Design bram_port_scheduler, sky130hd; sources not shown.
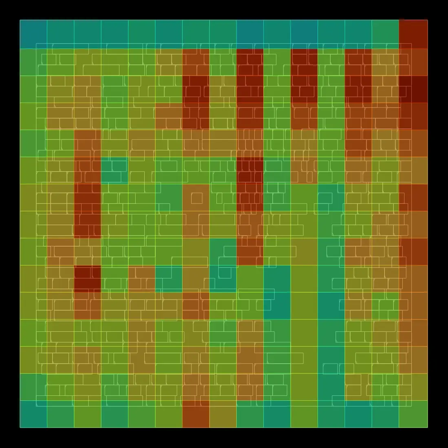
run_1/congestion.png
GR Util met2: 40.1%
Final Util: 71.4%
M3 GR Usage: 10.3%
wire per inst: 20.1 µm

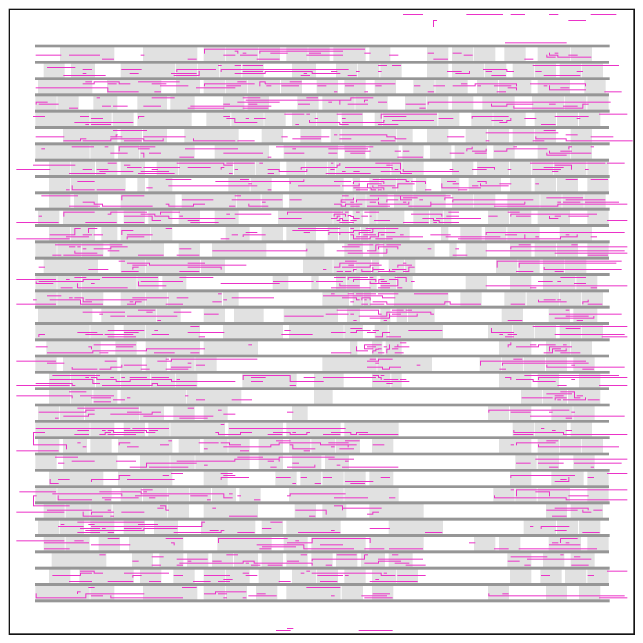
run_1/layer_met1.png
(6 px per µm) Supply wires on this layer in grey. Cells faint in the background.
longest straight run	30.4 µm
main direction	horizontal
share of all routed wire	34%
routed vias: 3060
Post-Route WL: 12100 µm
GR Util met1: 22.1%

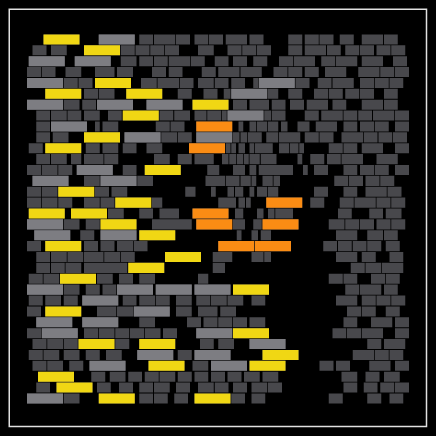
run_1/flops_by_reg.png
(4 px per µm)
name in the netlist	colour	placed flops
starve_cnt	orange	8
host_dout	yellow	32
not coloured	35
Flop+latch power: 0.000730 W
Storage cell area: 1880 µm²
register share of the cell area: 29.7%

==> flow_summary.toml, run 1 <==
# synthesis and place-and-route metrics
[synth]
yosys.cell_types.count = 32
syn-cell-area_um2 = 3680
netlist_top_cells_area = "dfrtp_1 51%, mux2_2 21%, mux2_4 15%, buf_12 1.6%, a21oi_1 1.1%"
yosys.area.top_type_share_pct = 51.0
synth-edff-count = 0
async_flop_share_pct = 100
largest_area_cell = "dfrtp_1"
ys_cells = 250
yosysMostFrequentCell = "dfrtp_1"

[power_and_ir_drop]
netSwitchingFraction_pct = 27.1
leakagePower_nw = 2.70
power_leader = "sequential cells"
p_per_area_nw_per_um2 = 290
p_clk_share_pct = 24.5

[worst_setup_path]
path_cells = "clkdlybuf4s50_1, o21ai_0, or3_2, buf_4, mux2_2, clkdlybuf4s50_1"
crit_cells = 6
rrSetupSlack_ns = 2.91
crit_path_frequent_cell = "clkdlybuf4s50_1"
critPathLaunchType = "input pin"
cp.arrival_ns = 3.24
crit_path_max_fanout = 24
endpoint_kind = "output pin"
r2r_cells = 7

[clock_network]
cts_buffers = 9
clk-insertion-delay-late_ns = 0.33
post_cts_buffers = 0
h-tree-depth = 3
root_buffer = "clkbuf_8"
hold_buffers = 0
cts_tree = "done"

[timing]
worst_pin_slew_ns = 0.983
finalSetupViolations = 0
max_freq_ghz = 0.237
timing.final.crit_share_pct = 81.2
fin_crit_ns = 4.22
fin_tns_setup_ns = 0
timing.hold.ws_ns = 0.248

[layout]
layout_top_cell = "clkdlybuf4s50_1"
buf_share_pct = 38.0
design_area_um2 = 6320
lay_top_cells = "233 x clkdlybuf4s50_1, 75 x dfrtp_1, 70 x mux2_2"
comb.multi_input.count = 157
layout-drive-gt1-share_pct = 26.8
largestClassByArea = "non-clock buffers"
nClkBuffers = 10
finalNonFillerCells = 603
logic_area_um2 = 1680

[detailed_routing]
first_pass_iters = 4
via_per_inst = 5.07
drt_iter0_markers = 111
maxUsedRoutingLayer = "met4"
met2_length_um = 6370
ant_nets = 0

[global_routing]
grt_pass1_vias = 3317
grt_pass1_wl_um = 18900
grt-ovfl-total = 0
grt_usage_pct = 22.3

[placed_design]
gp_congestion = 0.927
dpl.cell_count = 584
dp_hpwl_um = 9670

[job]
warnings = 27

[floorplan]
core_area_um2 = 8850
ios = 235
chip_area_um2 = 10800
initCoreUtil_pct = 41.6
die_w_um = 104

[outcome]
status = "finished clean"
run 1: worst reg2reg max path, delay by kind of cell, from the launching register on:
family,cells,cell delay [ns]
AOI/OAI and AO/OA,2,0.35
adders and majority gates,1,0.15
buffers and inverters,2,0.37
DFF,1,0.44
and+or+nand+nor,2,0.70
run 1: logic make-up (layout without fill, tap and decap cells):
logic type / count (synthesis) / after routing / share of synthesized area (%)
simple gates: 27 / 27 / 4.73
flops: 75 / 75 / 51.0
mux: 106 / 106 / 36.1
xor+xnor: 1 / 1 / 0.238
other cells: 0 / 2 / 0
compound gates: 21 / 21 / 3.67
buf+inv: 18 / 261 / 3.57
fa+ha+maj: 2 / 2 / 0.680
==> run 1 -> run 2 <==
Settings changed: CORE_UTILIZATION 40 to 37, PLACE_DENSITY 0.91 to 0.85.
Clock period 5.2 ns to 4.45 ns, I/O delays scaled along.
==> run 2 against run 1 <==
Die area grew 7.5%; non-clock buffer count shrank 1; final area grew 0.81%; synthesized cell count is the same; worst hold slack lost 0.085 ns; core utilization shrank 5.9 points; clock power grew 21%.
==> flow_summary.toml, run 2 <==
# synthesis and place-and-route metrics
[clock_network]
cts_buffers = 9
cts_tree = "done"
clock_path_buffers = 2
root_buffer = "clkbuf_8"
post_cts_buffers = 0
h-tree-depth = 3
clk-insertion-delay-late_ns = 0.33
hold_buffers = 0

[layout]
area_growth_pct = 73.0
lay_top_cells = "233 x clkdlybuf4s50_1, 75 x dfrtp_1, 70 x mux2_2"
layout-drive-gt1-share_pct = 26.8
finalNonFillerCells = 630
layout_top_cell = "clkdlybuf4s50_1"
nNetsFinal = 612

[synth]
yosys_warnings = 0
syn-cell-area_um2 = 3680
syn_inst = 250
ys_sh_simple_pct = 4.73
seq_area_frac_synth_pct = 51.0
yosys.cell_types.count = 32
largest_area_cell = "dfrtp_1"
synth_nets = 375
top_logic_kind = "multiplexers"
synthTopCellsByCount = "75 x dfrtp_1, 70 x mux2_2, 36 x mux2_4"
async_flop_share_pct = 100
numSynthFlops = 75
ys_cells = 250
netlist_top_cells_area = "dfrtp_1 51%, mux2_2 21%, mux2_4 15%, buf_12 1.6%, a21oi_1 1.1%"
synth_area_per_cell_um2 = 14.7
yosys.area_share.adder_pct = 0.680
mux_share_pct = 36.1
yosysMostFrequentCell = "dfrtp_1"
yosys.area.top_type_share_pct = 51.0
synth-compound-area-share_pct = 3.67
synth-edff-count = 0
ys_sh_xor_pct = 0.238

[placed_design]
dpl.cell_count = 608
dp_hpwl_um = 9720
port_buffers = 234
gp_congestion = 0.803
dp_slack_ns = 0.264

[power_and_ir_drop]
leakagePower_nw = 2.71
p_per_area_nw_per_um2 = 338

[timing]
fin_tns_setup_ns = 0
maxSlewHeadroom_pct = 31.3
fin_crit_ns = 4.22
worst_pin_slew_ns = 1.03
timing.hold.ws_ns = 0.163
slew_viol_final = 0
fin_ws_ns = 0.228
max_freq_ghz = 0.237
timing.final.crit_share_pct = 94.9
finalSetupViolations = 0

[global_routing]
grt_usage_pct = 20.1
antenna_found_initial = 5
gr-usage-met2_pct = 37.3
grt.met3_usage_pct = 6.60
grt-ovfl-total = 0
grt_pass1_wl_um = 17600
grt_pass1_vias = 3270

[detailed_routing]
via_per_inst = 4.80
maxUsedRoutingLayer = "met4"
routed-via-count = 3027
met3WireLength_um = 1080
first_pass_iters = 4
routed_wl_um = 12000
drc = 0
ant_nets = 0
drt-met1-wl_um = 3910
met2_length_um = 6400
drt_iter0_markers = 99

[worst_setup_path]
rrSetupSlack_ns = 2.29
cp.arrival_ns = 3.35
required_ns = 3.58
path_cells = "clkdlybuf4s50_1, o21ai_0, or3_2, buf_12, mux2_2, clkdlybuf4s50_1"
crit_path_max_fanout = 37
endpoint_kind = "output pin"
crit_path_frequent_cell = "clkdlybuf4s50_1"
cp_slowest_cell = "o21ai_0"
crit_cells = 6
r2r_cells = 6
critPathLaunchType = "input pin"
crit_family = "buffers and inverters"

[outcome]
status = "finished clean"

[floorplan]
initCoreUtil_pct = 37.8
chip_area_um2 = 11600
core_area_um2 = 9730
ios = 235
die_w_um = 108

[job]
warnings = 27
drv_cap = 0
## run 2: area by class of cell
class / count / area (µm²) / share of cell area (%)
antenna: 5 / 12.5 / 0.197
clock buffer: 9 / 124 / 1.95
clock inverter: 7 / 82.6 / 1.30
inverter: 6 / 22.5 / 0.354
multi-input combinational: 157 / 1680 / 26.4
sequential: 75 / 1880 / 29.5
tap: 133 / 166 / 2.61
timing repair buffer: 238 / 2400 / 37.7
## run 2: stage by stage
stage,instance area (µm²),util [%]
floorplan,3680,-
global placement,6120,62.9
detailed placement,6120,62.9
CTS,6330,65.0
global route,6370,65.4
finish,6370,65.4
## run 2: power by group
part	internal (W)	total, W	switching, W
clock	0.000270	0.000543	0.000273
sequential	0.000805	0.000852	0.0000473
combinational	0.000490	0.000756	0.000266
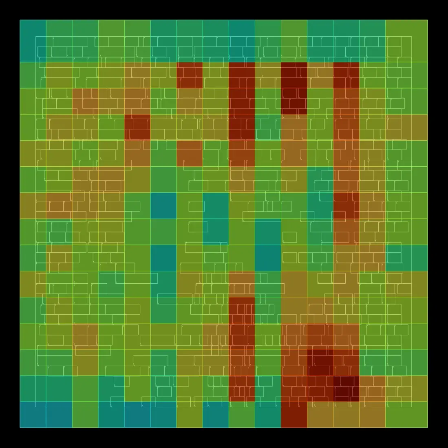
run_2/congestion.png
busiest grt layer: met2
Final Util: 65.4%
GR Util met1: 19.0%
wire per inst: 19.0 µm

Power and IR drop assume default switching activity.
